Met4 routing:
Supply wires on this layer in grey.
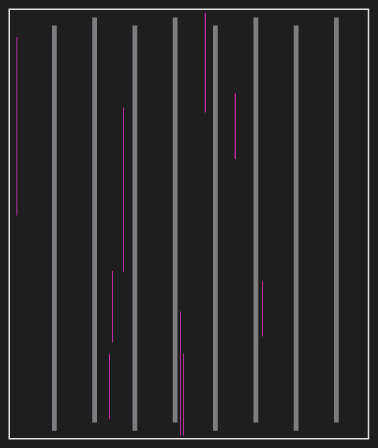
Routed clock nets over the placement:
Scale bar: 20 um.
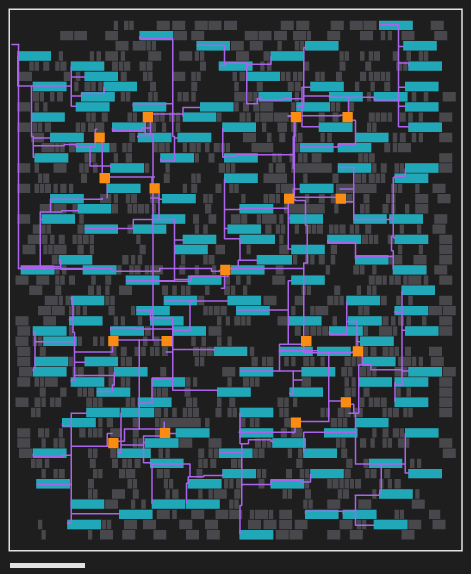
Where the registers sit:
Other sequential cells in the stronger grey, the rest of the logic in the fainter grey.
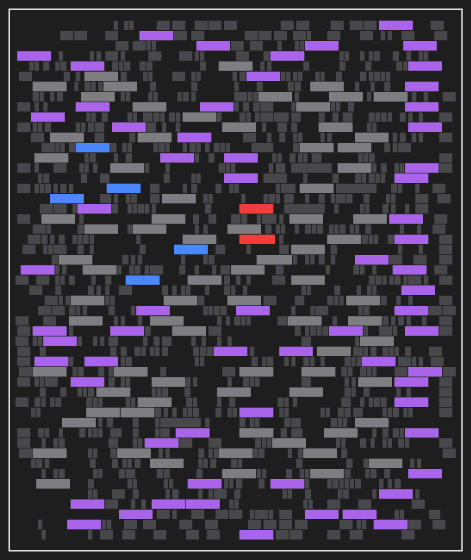
Clock nets:
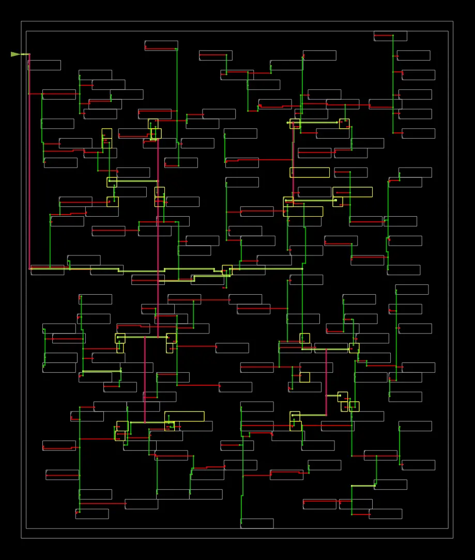
Cell sizes after repair:
Scale bar: 20 um.
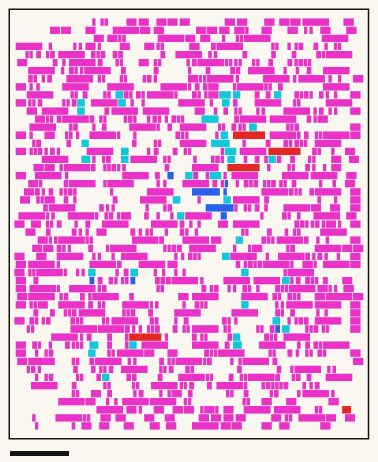
==> config.mk <==
export PLATFORM = sky130hd
export DESIGN_NAME = alu_result_buffer
export DESIGN_NICKNAME = d
export VERILOG_FILES = /design/src/rtl/alu_result_buffer.sv
export SDC_FILE = /design/constraint.sdc
export NUM_CORES = 1
export LEC_CHECK = 0
export ABC_AREA = 1
export CELL_PAD_IN_SITES_DETAIL_PLACEMENT = 0
export CELL_PAD_IN_SITES_GLOBAL_PLACEMENT = 1
export CORE_ASPECT_RATIO = 1.2
export CORE_UTILIZATION = 41
export CTS_BUF_LIST = sky130_fd_sc_hd__clkbuf_4
export DETAILED_ROUTE_END_ITERATION = 10
export PLACE_DENSITY_LB_ADDON = 0.1
export SETUP_SLACK_MARGIN = 0.02
export SYNTH_ARGS = -nofsm -noshare
export SYNTH_HDL_FRONTEND = slang
export SYNTH_SLANG_ARGS = --single-unit
==> constraint.sdc <==
create_clock -name clk -period 10.7 [get_ports clk]
set_input_delay 1.605 -clock clk [delete_from_list [all_inputs] [get_ports clk]]
set_output_delay 1.605 -clock clk [all_outputs]
set_load 0.1 [all_outputs]
==> results_dict.tcl <==
# yosys + openroad results
set metrics [dict create \
    status "finished, final reports clean" \
    row_count 51 \
    wl_met2_mm 9.34 \
    mostFrequentLayoutCells "nand2_1, nand3_1, clkdlybuf4s50_1, dfrtp_1, clkbuf_4" \
    p_leak_nw 4.55 \
    grt_pass1_vias 6178 \
    arrival_ns 4.36 \
    synth_cell_type_count 17 \
    tool_warnings 26 \
    dpl.hpwl_mm 10.6 \
    cts_buffers 17 \
    dr.pass1.iters 5 \
    r2r_cells 8 \
    grtUsageTotal_pct 23.8 \
    worst_path_max_delay_cell "nand2_2" \
    postSynthSeqShare_pct 53.6 \
    end_kind "register" \
    avgRoutedWirePerCell_um 15.9 \
    wl_met1_mm 9.08 \
    placed_cells 1201 \
    port_buffers 150 \
    lay_top_count "nand2_1" \
    coreArea_mm2 0.0163 \
    drv_slew 0 \
    worst_setup_path_start_kind "input port" \
    hold_path_class "reg2reg" \
    min_period_ns 3.92 \
    peakVddDrop_v 0.000244 \
    cts.repair.resized 0 \
    cts_setup_buffers 0 \
    p_per_area_mw_per_mm2 336 \
    path_clk_slew_ns 0.12 \
    h-tree-depth 4 \
    yosys_warnings 0 \
    cts_root_buffer "clkbuf_4" \
    crit_buf_inv 4 \
    antenna_found_initial 1 \
    ys_cells 899 \
    overflow 0 \
    cts_tree "done" \
    place_congestion 0.744 \
    finalHoldViolations 0 \
    grt_first_pass_wirelength_mm 32.2 \
    fp-utilization_pct 42.3 \
    maxCapViolations 0 \
    chip_area_mm2 0.0174 \
    die_w_um 121 \
    cpMostUsedCell "nand2_1" \
    reg2reg_slack_ns 7.60 \
    crit_chain "clkdlybuf4s50_1 > nand2_1 > inv_1 > nor2_4 > buf_4 > nand2_2 > buf_4 > nand2_1 > nand2_1" \
    fin_cells 1235 \
    tightest_slew_ns 1.04 \
    syn_inst 899 \
    critical_path_class "in2reg" \
    clk_path_buf_depth 2 \
    fin_crit_sh_pct 36.6 \
    viasPerCell 5.15 \
    path_max_fanout 74 \
    cp.required_ns 11.14 \
    postSynthAreaPerCell_um2 7.69 \
    hold-path-cell-count 2 \
    syn_area_mm2 0.00691 \
    nNetsFinal 1085 \
    drive_gt1_share_pct 5.19 \
    pre_cts_ws_ns 6.19 \
    ant_nets 0 \
    postCtsHoldBufs 0 \
    finalSetupViolations 0 \
    critPathTopFamily "buffers and inverters" \
    critical_path_depth 9 \
    drc_errors 0 \
    fmax_mhz 255 \
    wl_met3_um 936 \
    ys.flops 148 \
    grt_setup_unrepaired "false" \
    die_h_um 144 \
]
Notes on 'met4 routing' above:
- share of all routed wire: 1.5%
- main direction: vertical
- longest straight run: 59.8 um
- nets with wire on the layer: 6
via count: 6357
routed wire length: 19.7 mm

Notes on 'routed clock nets over the placement' above:
- orange: cells driving clock nets (count 17)
- purple: clock wires (length 1950 um)
- cyan: flip-flops (count 148)
- routed clock nets: 18
- flops lie: spread over the die
clock share of power: 13.6%
Worst-Skew Late Latency: 0.56 ns

Notes on 'where the registers sit' above:
- blue: skid_tag (placed flops 5)
- purple: out_data (placed flops 64; where spread over the die)
- red: state (placed flops 2)
register area: 0.00371 mm^2
Power Sequential: 0.000947 W
final cell utilization of the core: 53.7%

Notes on 'clock nets' above:
final setup skew: 0.0227 ns
clock sinks: 148
CLK BUF: 19
registers: 148

Notes on 'cell sizes after repair' above:
- blue: drive 2 (cells 9)
- cyan: drive 3 to 4 (cells 39)
- red: drive 6 and up (cells 5)
- magenta: drive 1 or less (cells 968)
bufs w/o clock: 159
PnR worst setup slack: 6.78 ns
final instance area: 0.00877 mm^2
area growth from synthesis to layout: 26.9%

## worst min-delay path, delay by kind of cell, from the launching register on
family / cells / cell delay (ns)
flops: 1 / 0.36
simple gates: 2 / 0.10
## through the flow
stage / hold slack [ns] / area, um^2
floorplan: 0.443 / 6930
global placement: 0.454 / 8430
detailed placement: 0.459 / 8430
CTS: 0.488 / 8760
global route: 0.503 / 8770
finish: 0.482 / 8770
## report_power, final
group	internal [W]	leakage, nW	total, W	switching [W]
Combinational	0.000354	2.53	0.00160	0.00124
Sequential	0.000804	1.85	0.000947	0.000143
Clock	0.000190	0.168	0.000400	0.000210
## cell type report
cell class | instances | area, um^2
Antenna cell | 2 | 5.00
Clock buffer | 19 | 143
Clock inverter | 13 | 184
Fill cell | 1619 | 7570
Inverter | 7 | 31.3
Multi-Input combinational cell | 675 | 2860
Sequential cell | 148 | 3710
Tap cell | 212 | 265
Timing Repair Buffer | 159 | 1570
## cell usage after synthesis
master | count | area [um^2]
nand2_1 | 442 | 1660
nand3_1 | 219 | 1100
dfrtp_1 | 147 | 3680
buf_2 | 48 | 240
clkbuf_1 | 15 | 56.3
buf_4 | 7 | 52.6
inv_1 | 5 | 18.8
buf_1 | 4 | 15.0
nor2_1 | 3 | 11.3
inv_2 | 2 | 7.51
a21oi_1 | 1 | 5.00
conb_1 | 1 | 3.75
dfstp_2 | 1 | 26.3
nor2_2 | 1 | 6.26
nor2_4 | 1 | 11.3
o21ai_0 | 1 | 5.00
o21ai_4 | 1 | 16.3
## per-layer routing
metal  global-route usage [%]  vias up
met4                     7.93        0
met5                        0        -
met3                     4.34       21
met2                     39.0      185
met1                     31.9     3068
li1                         -     3083
## cells by family (layout without fill, tap and decap cells)
family | count (synthesis) | after routing | share of synthesized area [%]
simple gates | 666 | 666 | 40.3
flops | 148 | 148 | 53.6
buf+inv | 81 | 198 | 5.65
compound gates | 3 | 3 | 0.380
other cells | 1 | 8 | 0.0543
No activity file was given, so power comes from the tool's default toggle rates.
